==> config.mk <==
export PLATFORM = sky130hd
export DESIGN_NAME = gpio_stream_out_bridge
export DESIGN_NICKNAME = d
export VERILOG_FILES = /design/src/rtl/gpio_stream_pkg.sv /design/src/rtl/stream_fifo.sv /design/src/rtl/gpio_stream_out_bridge.sv
export SDC_FILE = /design/constraint.sdc
export NUM_CORES = 1
export LEC_CHECK = 0
export CAP_MARGIN = 10
export CELL_PAD_IN_SITES_DETAIL_PLACEMENT = 0
export CELL_PAD_IN_SITES_GLOBAL_PLACEMENT = 1
export CORE_UTILIZATION = 45
export CTS_CLUSTER_DIAMETER = 150
export CTS_CLUSTER_SIZE = 25
export DETAILED_ROUTE_END_ITERATION = 6
export PLACE_DENSITY = 0.75
export SLEW_MARGIN = 20
export SYNTH_ARGS = -nofsm -noshare
export SYNTH_HDL_FRONTEND = slang
export SYNTH_SLANG_ARGS = --single-unit
==> constraint.sdc <==
create_clock -name clock -period 3.9 [get_ports clock]
set_clock_uncertainty 0.2 [all_clocks]
set_input_delay 1.17 -clock clock [delete_from_list [all_inputs] [get_ports clock]]
set_output_delay 1.17 -clock clock [all_outputs]
set_load 0.05 [all_outputs]
==> src/rtl/gpio_stream_pkg.sv <==
// Shared constants for the spectrometer GPIO stream bridge:
// mprj_io pin map, default word width and the output-enable vector.
package gpio_stream_pkg;

    localparam int STREAM_DATA_W = 16;

    localparam int OUT_DATA_LSB = 8;
    localparam int OUT_LAST     = 24;
    localparam int OUT_VALID    = 25;
    localparam int OUT_READY    = 26;
    localparam int IN_READY     = 27;
    localparam int IN_VALID     = 28;
    localparam int IN_LAST      = 29;
    localparam int IN_DATA_LSB  = 30;

    localparam int OEB_W = OUT_READY - OUT_DATA_LSB + 1;

    // Only the ready pin (mprj_io[26]) is an input; all others drive.
    localparam logic [OEB_W-1:0] OEB_VEC =
        OEB_W'(1) << (OUT_READY - OUT_DATA_LSB);

endpackage

==> src/rtl/stream_fifo.sv <==
// Synchronous FIFO, power-of-two depth, occupancy 0..DEPTH.
// Push is ignored when full, pop is ignored when empty.
module stream_fifo
    import gpio_stream_pkg::*;
#(
    parameter int DATA_W = STREAM_DATA_W + 1,
    parameter int DEPTH  = 16
) (
    input  logic                       clock,
    input  logic                       RSTB,
    input  logic                       push,
    input  logic [DATA_W-1:0]          wdata,
    input  logic                       pop,
    output logic [DATA_W-1:0]          rdata,
    output logic                       full,
    output logic                       empty,
    output logic [$clog2(DEPTH+1)-1:0] count
);

    localparam int PW = $clog2(DEPTH);
    localparam int CW = $clog2(DEPTH + 1);

    logic [DATA_W-1:0] mem_q [DEPTH];
    logic [PW-1:0]     wr_ptr_q, wr_ptr_d;
    logic [PW-1:0]     rd_ptr_q, rd_ptr_d;
    logic [CW-1:0]     count_q, count_d;
    logic              wr_en, rd_en;

    assign full  = (count_q == CW'(DEPTH));
    assign empty = (count_q == '0);
    assign count = count_q;
    assign rdata = mem_q[rd_ptr_q];

    assign wr_en = push && !full;
    assign rd_en = pop && !empty;

    // Next pointers and occupancy; pointers wrap naturally at DEPTH.
    always_comb begin
        wr_ptr_d = wr_ptr_q;
        rd_ptr_d = rd_ptr_q;
        count_d  = count_q;
        if (wr_en) wr_ptr_d = wr_ptr_q + PW'(1);
        if (rd_en) rd_ptr_d = rd_ptr_q + PW'(1);
        if (wr_en && !rd_en) count_d = count_q + CW'(1);
        if (!wr_en && rd_en) count_d = count_q - CW'(1);
    end

    // Pointer and occupancy registers.
    always_ff @(posedge clock) begin
        if (RSTB) begin
            wr_ptr_q <= '0;
            rd_ptr_q <= '0;
            count_q  <= '0;
        end else begin
            wr_ptr_q <= wr_ptr_d;
            rd_ptr_q <= rd_ptr_d;
            count_q  <= count_d;
        end
    end

    // Storage array; contents need no reset since count gates reads.
    always_ff @(posedge clock) begin
        if (wr_en) mem_q[wr_ptr_q] <= wdata;
    end

endmodule

==> src/rtl/gpio_stream_out_bridge.sv <==
// Core stream -> FIFO -> registered GPIO pins, with word/frame counters.
// Optional frame-length checker: define GPIO_OUT_FRAME_CHECK_EN.
module gpio_stream_out_bridge
    import gpio_stream_pkg::*;
#(
    parameter int DATA_W    = gpio_stream_pkg::STREAM_DATA_W,
    parameter int DEPTH     = 16,
    parameter int FRAME_LEN = 1536,
    parameter int CNT_W     = 16
) (
    input  logic              clock,
    input  logic              RSTB,
    input  logic              s_valid,
    output logic              s_ready,
    input  logic [DATA_W-1:0] s_data,
    input  logic              s_last,
    input  logic              pin_ready,
    output logic              pin_valid,
    output logic              pin_last,
    output logic [DATA_W-1:0] pin_data,
    output logic [OEB_W-1:0]  io_oeb,
    output logic [CNT_W-1:0]  word_cnt,
    output logic [CNT_W-1:0]  frame_cnt,
    output logic              err_frame
);

    localparam int FW = DATA_W + 1;

    logic                       fifo_full, fifo_empty;
    logic [$clog2(DEPTH+1)-1:0] fifo_count;
    logic [FW-1:0]              fifo_rdata;
    logic                       push, pop, load, beat;

    logic              pin_valid_q, pin_valid_d;
    logic              pin_last_q, pin_last_d;
    logic [DATA_W-1:0] pin_data_q, pin_data_d;
    logic [CNT_W-1:0]  word_cnt_q, word_cnt_d;
    logic [CNT_W-1:0]  frame_cnt_q, frame_cnt_d;

    logic unused_ok;
    assign unused_ok = ^{fifo_count, 32'(FRAME_LEN)};

    assign io_oeb = OEB_VEC;

    assign s_ready = !fifo_full && !RSTB;
    assign push    = s_valid && s_ready;
    assign beat    = pin_valid_q && pin_ready;
    assign load    = !pin_valid_q || beat;
    assign pop     = load && !fifo_empty;

    stream_fifo #(
        .DATA_W (FW),
        .DEPTH  (DEPTH)
    ) u_fifo (
        .clock (clock),
        .RSTB  (RSTB),
        .push  (push),
        .wdata ({s_last, s_data}),
        .pop   (pop),
        .rdata (fifo_rdata),
        .full  (fifo_full),
        .empty (fifo_empty),
        .count (fifo_count)
    );

    // Output register refill from FIFO head and pin-side beat counting.
    always_comb begin
        pin_valid_d = pin_valid_q;
        pin_last_d  = pin_last_q;
        pin_data_d  = pin_data_q;
        word_cnt_d  = word_cnt_q;
        frame_cnt_d = frame_cnt_q;
        if (load) begin
            pin_valid_d = !fifo_empty;
            if (!fifo_empty) {pin_last_d, pin_data_d} = fifo_rdata;
        end
        if (beat) begin
            word_cnt_d = word_cnt_q + CNT_W'(1);
            if (pin_last_q) frame_cnt_d = frame_cnt_q + CNT_W'(1);
        end
    end

    // Output register and counter state.
    always_ff @(posedge clock) begin
        if (RSTB) begin
            pin_valid_q <= 1'b0;
            pin_last_q  <= 1'b0;
            pin_data_q  <= '0;
            word_cnt_q  <= '0;
            frame_cnt_q <= '0;
        end else begin
            pin_valid_q <= pin_valid_d;
            pin_last_q  <= pin_last_d;
            pin_data_q  <= pin_data_d;
            word_cnt_q  <= word_cnt_d;
            frame_cnt_q <= frame_cnt_d;
        end
    end

    assign pin_valid = pin_valid_q;
    assign pin_last  = pin_last_q;
    assign pin_data  = pin_data_q;
    assign word_cnt  = word_cnt_q;
    assign frame_cnt = frame_cnt_q;

`ifdef GPIO_OUT_FRAME_CHECK_EN
    localparam int BW = $clog2(FRAME_LEN + 1);

    logic [BW-1:0] in_beat_q, in_beat_d, beat_num;
    logic          err_q, err_d;
    logic          at_len;

    assign beat_num = in_beat_q + BW'(1);
    assign at_len   = (beat_num == BW'(FRAME_LEN));

    // Input beat position; any last/length disagreement latches an error.
    always_comb begin
        in_beat_d = in_beat_q;
        err_d     = err_q;
        if (push) begin
            if (s_last != at_len) err_d = 1'b1;
            in_beat_d = (s_last || at_len) ? '0 : beat_num;
        end
    end

    // Checker state; the error is sticky until reset.
    always_ff @(posedge clock) begin
        if (RSTB) begin
            in_beat_q <= '0;
            err_q     <= 1'b0;
        end else begin
            in_beat_q <= in_beat_d;
            err_q     <= err_d;
        end
    end

    assign err_frame = err_q;
`else
    assign err_frame = 1'b0;
`endif

endmodule

==> run_1/clock_nets.png <==
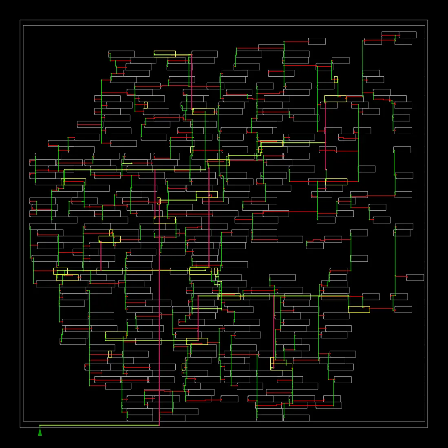
clk_lat worst skew: 500 ps
number of CTS-inserted buffers: 17
num sequential: 335
P_clk: 1.91 mW
clock sink total: 335

==> run_1/gates.png <==
(2 px per um)
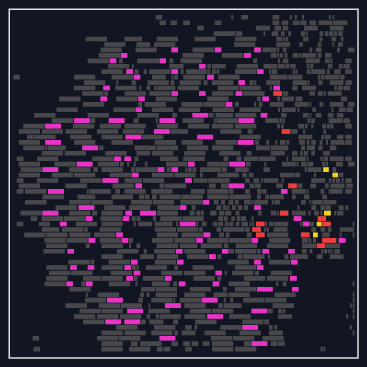
mux cells: in magenta, cells 108. fa/ha/maj cells: in red, cells 12. non-inverting ao/oa cells: in yellow, cells 5, where right middle.
Finished Layout Cells: 1302
highest-count logic cell in the final layout: edfxtp_1
Comb/total area: 23.7%

==> run_1/layers.png <==
(2 px per um)
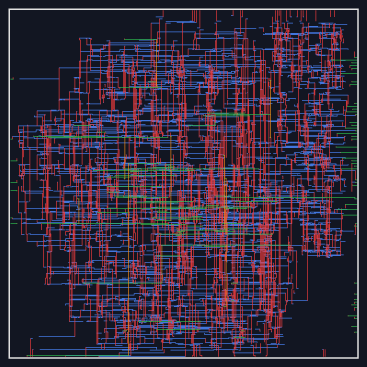
M2: in red, wire length 12700 um. M1: in blue, wire length 12800 um. M4: in orange, wire length 337 um. M3: in green, wire length 1450 um.
vias after detailed routing: 7186
GRT Util Overall: 18.3%
final wirelength: 27300 um

==> out/qor.json, run 1 <==
{
  "outcome": {"value": "finished, final reports clean"},
  "die_y": {"value": 174, "unit": "um"},
  "synth_area_per_cell": {"value": 16.1, "unit": "um^2"},
  "netlist.top_cell.by_instances": {"value": "edfxtp_1"},
  "final_net_count": {"value": 941},
  "launching_instance_or_port_of_the_critical_path": {"value": "RSTB"},
  "antenna-diode-count": {"value": 0},
  "worstPathMaxFanout": {"value": 47},
  "wl_per_cell": {"value": 21.0, "unit": "um"},
  "path_buffers": {"value": 3},
  "final_layout_size_suffix_gt1_share": {"value": 13.6, "unit": "%"},
  "seq_power_share": {"value": 51.8, "unit": "%"},
  "min_path_cells": {"value": 2},
  "drt-initial-drc-count": {"value": 582},
  "vias_per_cell": {"value": 5.52},
  "synth_seq_share": {"value": 71.1, "unit": "%"},
  "path_common_cell": {"value": "buf_4"},
  "fmax": {"value": 298, "unit": "MHz"},
  "r2r_cells": {"value": 9},
  "antenna_violations_before_repair": {"value": 0},
  "ys_warn_count": {"value": 0},
  "ys_top_cells_by_count": {"value": "edfxtp_1 (272), mux2i_1 (73), dfxtp_1 (63), nor2_1 (63)"},
  "final_hold_viol_count": {"value": 0},
  "cp_data_arrival_time": {"value": 1990, "unit": "ps"},
  "power_leakage": {"value": 4.66, "unit": "nW"},
  "yosysTopAreaCell": {"value": "edfxtp_1"},
  "power_report.internal_total": {"value": 5.65, "unit": "mW"},
  "period_used_share": {"value": 86.1, "unit": "%"},
  "row_count": {"value": 62},
  "timing.hold.worst.start": {"value": "frame_cnt[15]$_SDFFE_PP0P_"},
  "crit_slowest_cell": {"value": "buf_4"},
  "timing_worst_setup_path_type": {"value": "primary input to output port"}
}
## run 1: cells in the final DEF, fill, tap and decap left out, drive strengths merged, types with 6 or more instances in the layout
cell type / synthesis / routed
a21oi: 15 / 15
a22oi: 17 / 17
a31oi: 18 / 18
buf: 49 / 43
clkbuf: 17 / 28
clkdlybuf4s50: 0 / 69
conb: 2 / 20
dfxtp: 63 / 63
edfxtp: 272 / 272
ha: 11 / 11
inv: 8 / 9
mux2i: 73 / 73
mux4: 34 / 34
nand2: 16 / 16
nand3: 15 / 15
nand4: 11 / 11
nor2: 63 / 63
nor3: 9 / 9
o21ai: 21 / 21
o22ai: 34 / 34
o31ai: 6 / 6
xnor2: 12 / 12
xor2: 16 / 16
## run 1: sequential cells by signal, indices dropped and copies added, names as in the netlist
register,cells
u_fifo.rd_ptr_q,4
u_fifo.wr_ptr_q,4
frame_cnt,16
word_cnt,16
u_fifo.mem_q,272
u_fifo.count,5
pin_data,16
pin_last,1
pin_valid,1
## run 1: cells by family after synthesis
family / Yosys count / synth area share (%)
other: 2 / 0.0566
adders and majority gates: 12 / 1.19
muxes: 108 / 11.4
AOI/OAI and AO/OA: 120 / 5.75
buffers and inverters: 74 / 3.04
and+or+nand+nor: 146 / 5.62
xor gates and xnor gates: 28 / 1.85
DFF: 335 / 71.1
## run 1: final cells by class
type	count	area [um^2]	share of cell area [%]
repair buffers	112	1040	6.90
multi-input cells	434	3550	23.7
clock buffers	28	467	3.11
flip-flops and latches	335	9430	62.8
well taps	384	480	3.20
inverters	8	30.0	0.200
clock inverters	1	16.3	0.108
## run 1: power by group through the flow
stage	Clock [mW]	Combinational, mW	Sequential, mW
finish	1.91	2.02	4.22
CTS	1.96	2.04	4.23
global route	2.08	2.17	4.26
detailed placement	0	2.03	4.31
global placement	0	2.02	4.31
floorplan	0	1.15	4.55
==> run_1/port_trees.png <==
(3 px per um)
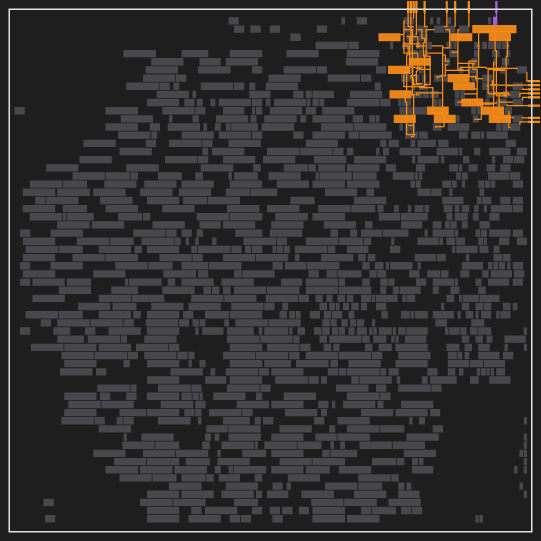

==> inputs of run 2 (changes only) <==
--- a/config.mk
+++ b/config.mk
@@ -8,11 +8,12 @@
 export CAP_MARGIN = 10
 export CELL_PAD_IN_SITES_DETAIL_PLACEMENT = 0
 export CELL_PAD_IN_SITES_GLOBAL_PLACEMENT = 1
+export CORE_ASPECT_RATIO = 2
 export CORE_UTILIZATION = 45
 export CTS_CLUSTER_DIAMETER = 150
 export CTS_CLUSTER_SIZE = 25
 export DETAILED_ROUTE_END_ITERATION = 6
-export PLACE_DENSITY = 0.75
+export PLACE_DENSITY_LB_ADDON = 0.1
 export SLEW_MARGIN = 20
 export SYNTH_ARGS = -nofsm -noshare
 export SYNTH_HDL_FRONTEND = slang
==> run_2/port_trees.png <==
(2 px per um)
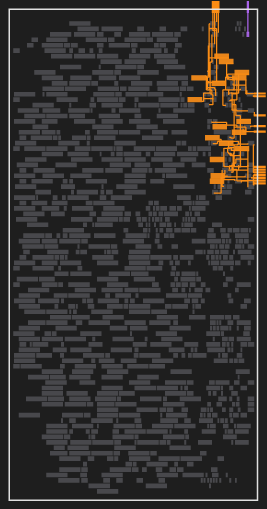
err_frame: in purple, bits 1, direction output, end cells 1, buffers 0, wire 11.5 um. frame_cnt: in orange, bits 16, direction output, end cells 16, buffers 16, wire 699 um.
top-level port count: 92
count of buffers from port buffering: 71

==> run_2/ff_map.png <==
(1.5 px per um) Other sequential cells in the stronger grey, the rest of the logic in the fainter grey.
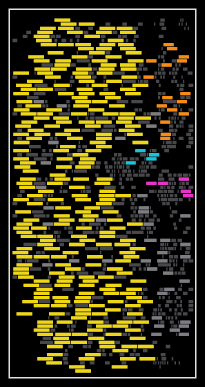
u_fifo.wr_ptr_q: in cyan, flops 4, where right middle. u_fifo.count: in magenta, flops 5, where right middle. u_fifo.mem_q: in yellow, flops 272. frame_cnt: in orange, flops 16, where top right.
Seq. pwr: 4.20 mW
Seq/total area: 63.3%
utilization after layout: 51.5%
Sequential Area: 0.00943 mm^2

==> out/qor.json, run 2 <==
{
  "drt-initial-drc-count": {"value": 417},
  "die_y": {"value": 245, "unit": "um"},
  "synth_seq_share": {"value": 71.1, "unit": "%"},
  "timing_worst_setup_path_type": {"value": "primary input to output port"},
  "antenna_violations_before_repair": {"value": 0},
  "ys_top_cells_by_count": {"value": "edfxtp_1 (272), mux2i_1 (73), dfxtp_1 (63), nor2_1 (63)"},
  "lay_top_cells": {"value": "edfxtp_1 (272), mux2i_1 (73), clkdlybuf4s50_1 (69)"},
  "clkSinkCount": {"value": 335},
  "netlist.top_cell.by_instances": {"value": "edfxtp_1"},
  "ys_warn_count": {"value": 0},
  "synth_compound_gate_area_share": {"value": 5.75, "unit": "%"},
  "numCtsBuffers": {"value": 17},
  "final_hold_viol_count": {"value": 0},
  "dr_total_vias": {"value": 7263},
  "period_used_share": {"value": 86.9, "unit": "%"},
  "power_leakage": {"value": 4.63, "unit": "nW"},
  "outcome": {"value": "finished, final reports clean"},
  "mux_frac_synth": {"value": 11.4, "unit": "%"},
  "xor_area_share": {"value": 1.85, "unit": "%"},
  "final_net_count": {"value": 938},
  "vias_per_cell": {"value": 5.70},
  "ys_top_logic_family": {"value": "multiplexers"},
  "wl_per_cell": {"value": 23.9, "unit": "um"},
  "antenna-diode-count": {"value": 0},
  "r2r_cells": {"value": 9}
}
run 2: power by group:
part / leakage, nW / switching [mW] / internal [mW]
clock network: 0.230 / 1.09 / 0.842
logic: 1.43 / 1.32 / 0.784
registers: 2.96 / 0.166 / 4.03
total: 4.63 / 2.57 / 5.66
run 2: area by class of cell:
cell class | count | area, um^2
Clock buffer | 28 | 467
Clock inverter | 1 | 16.3
Fill cell | 2425 | 14100
Inverter | 8 | 30.0
Multi-Input combinational cell | 434 | 3520
Sequential cell | 335 | 9430
Tap cell | 360 | 450
Timing Repair Buffer | 109 | 988
run 2: worst max-delay path, cell delays in order:
cell,delay [ps]
buf_2,90
buf_4,420
a21oi_1,100
buf_4,220
run 2: worst paths after layout:
kind,from,end,slack (ps)
hold / removal,frame_cnt[15]$_SDFFE_PP0P_,frame_cnt[15]$_SDFFE_PP0P_,290
hold reg to reg,frame_cnt[15]$_SDFFE_PP0P_,frame_cnt[15]$_SDFFE_PP0P_,290
setup / recovery,RSTB,s_ready,510
setup reg to reg,u_fifo.count[0]$_SDFFE_PP0P_,u_fifo.count[4]$_SDFFE_PP0P_,860
run 2: logic make-up (layout without fill, tap and decap cells):
| family | after synthesis | after routing |
|---|---|---|
| compound gates | 120 | 120 |
| xor+xnor | 28 | 28 |
| fa+ha+maj | 12 | 12 |
| buf+inv | 74 | 146 |
| flops | 335 | 335 |
| mux | 108 | 108 |
| other cells | 2 | 20 |
| simple gates | 146 | 146 |
run 2: per-stage QoR:
step / worst slack (ps) / instance area [um^2]
after global placement: 58.4 / 14400
after detailed placement: 61.6 / 14400
after global routing: 425 / 14900
after floorplan: 71.0 / 13300
final: 511 / 14900
after CTS: 474 / 14900
Power figures rest on the tool's default switching activity, not on a simulated workload.
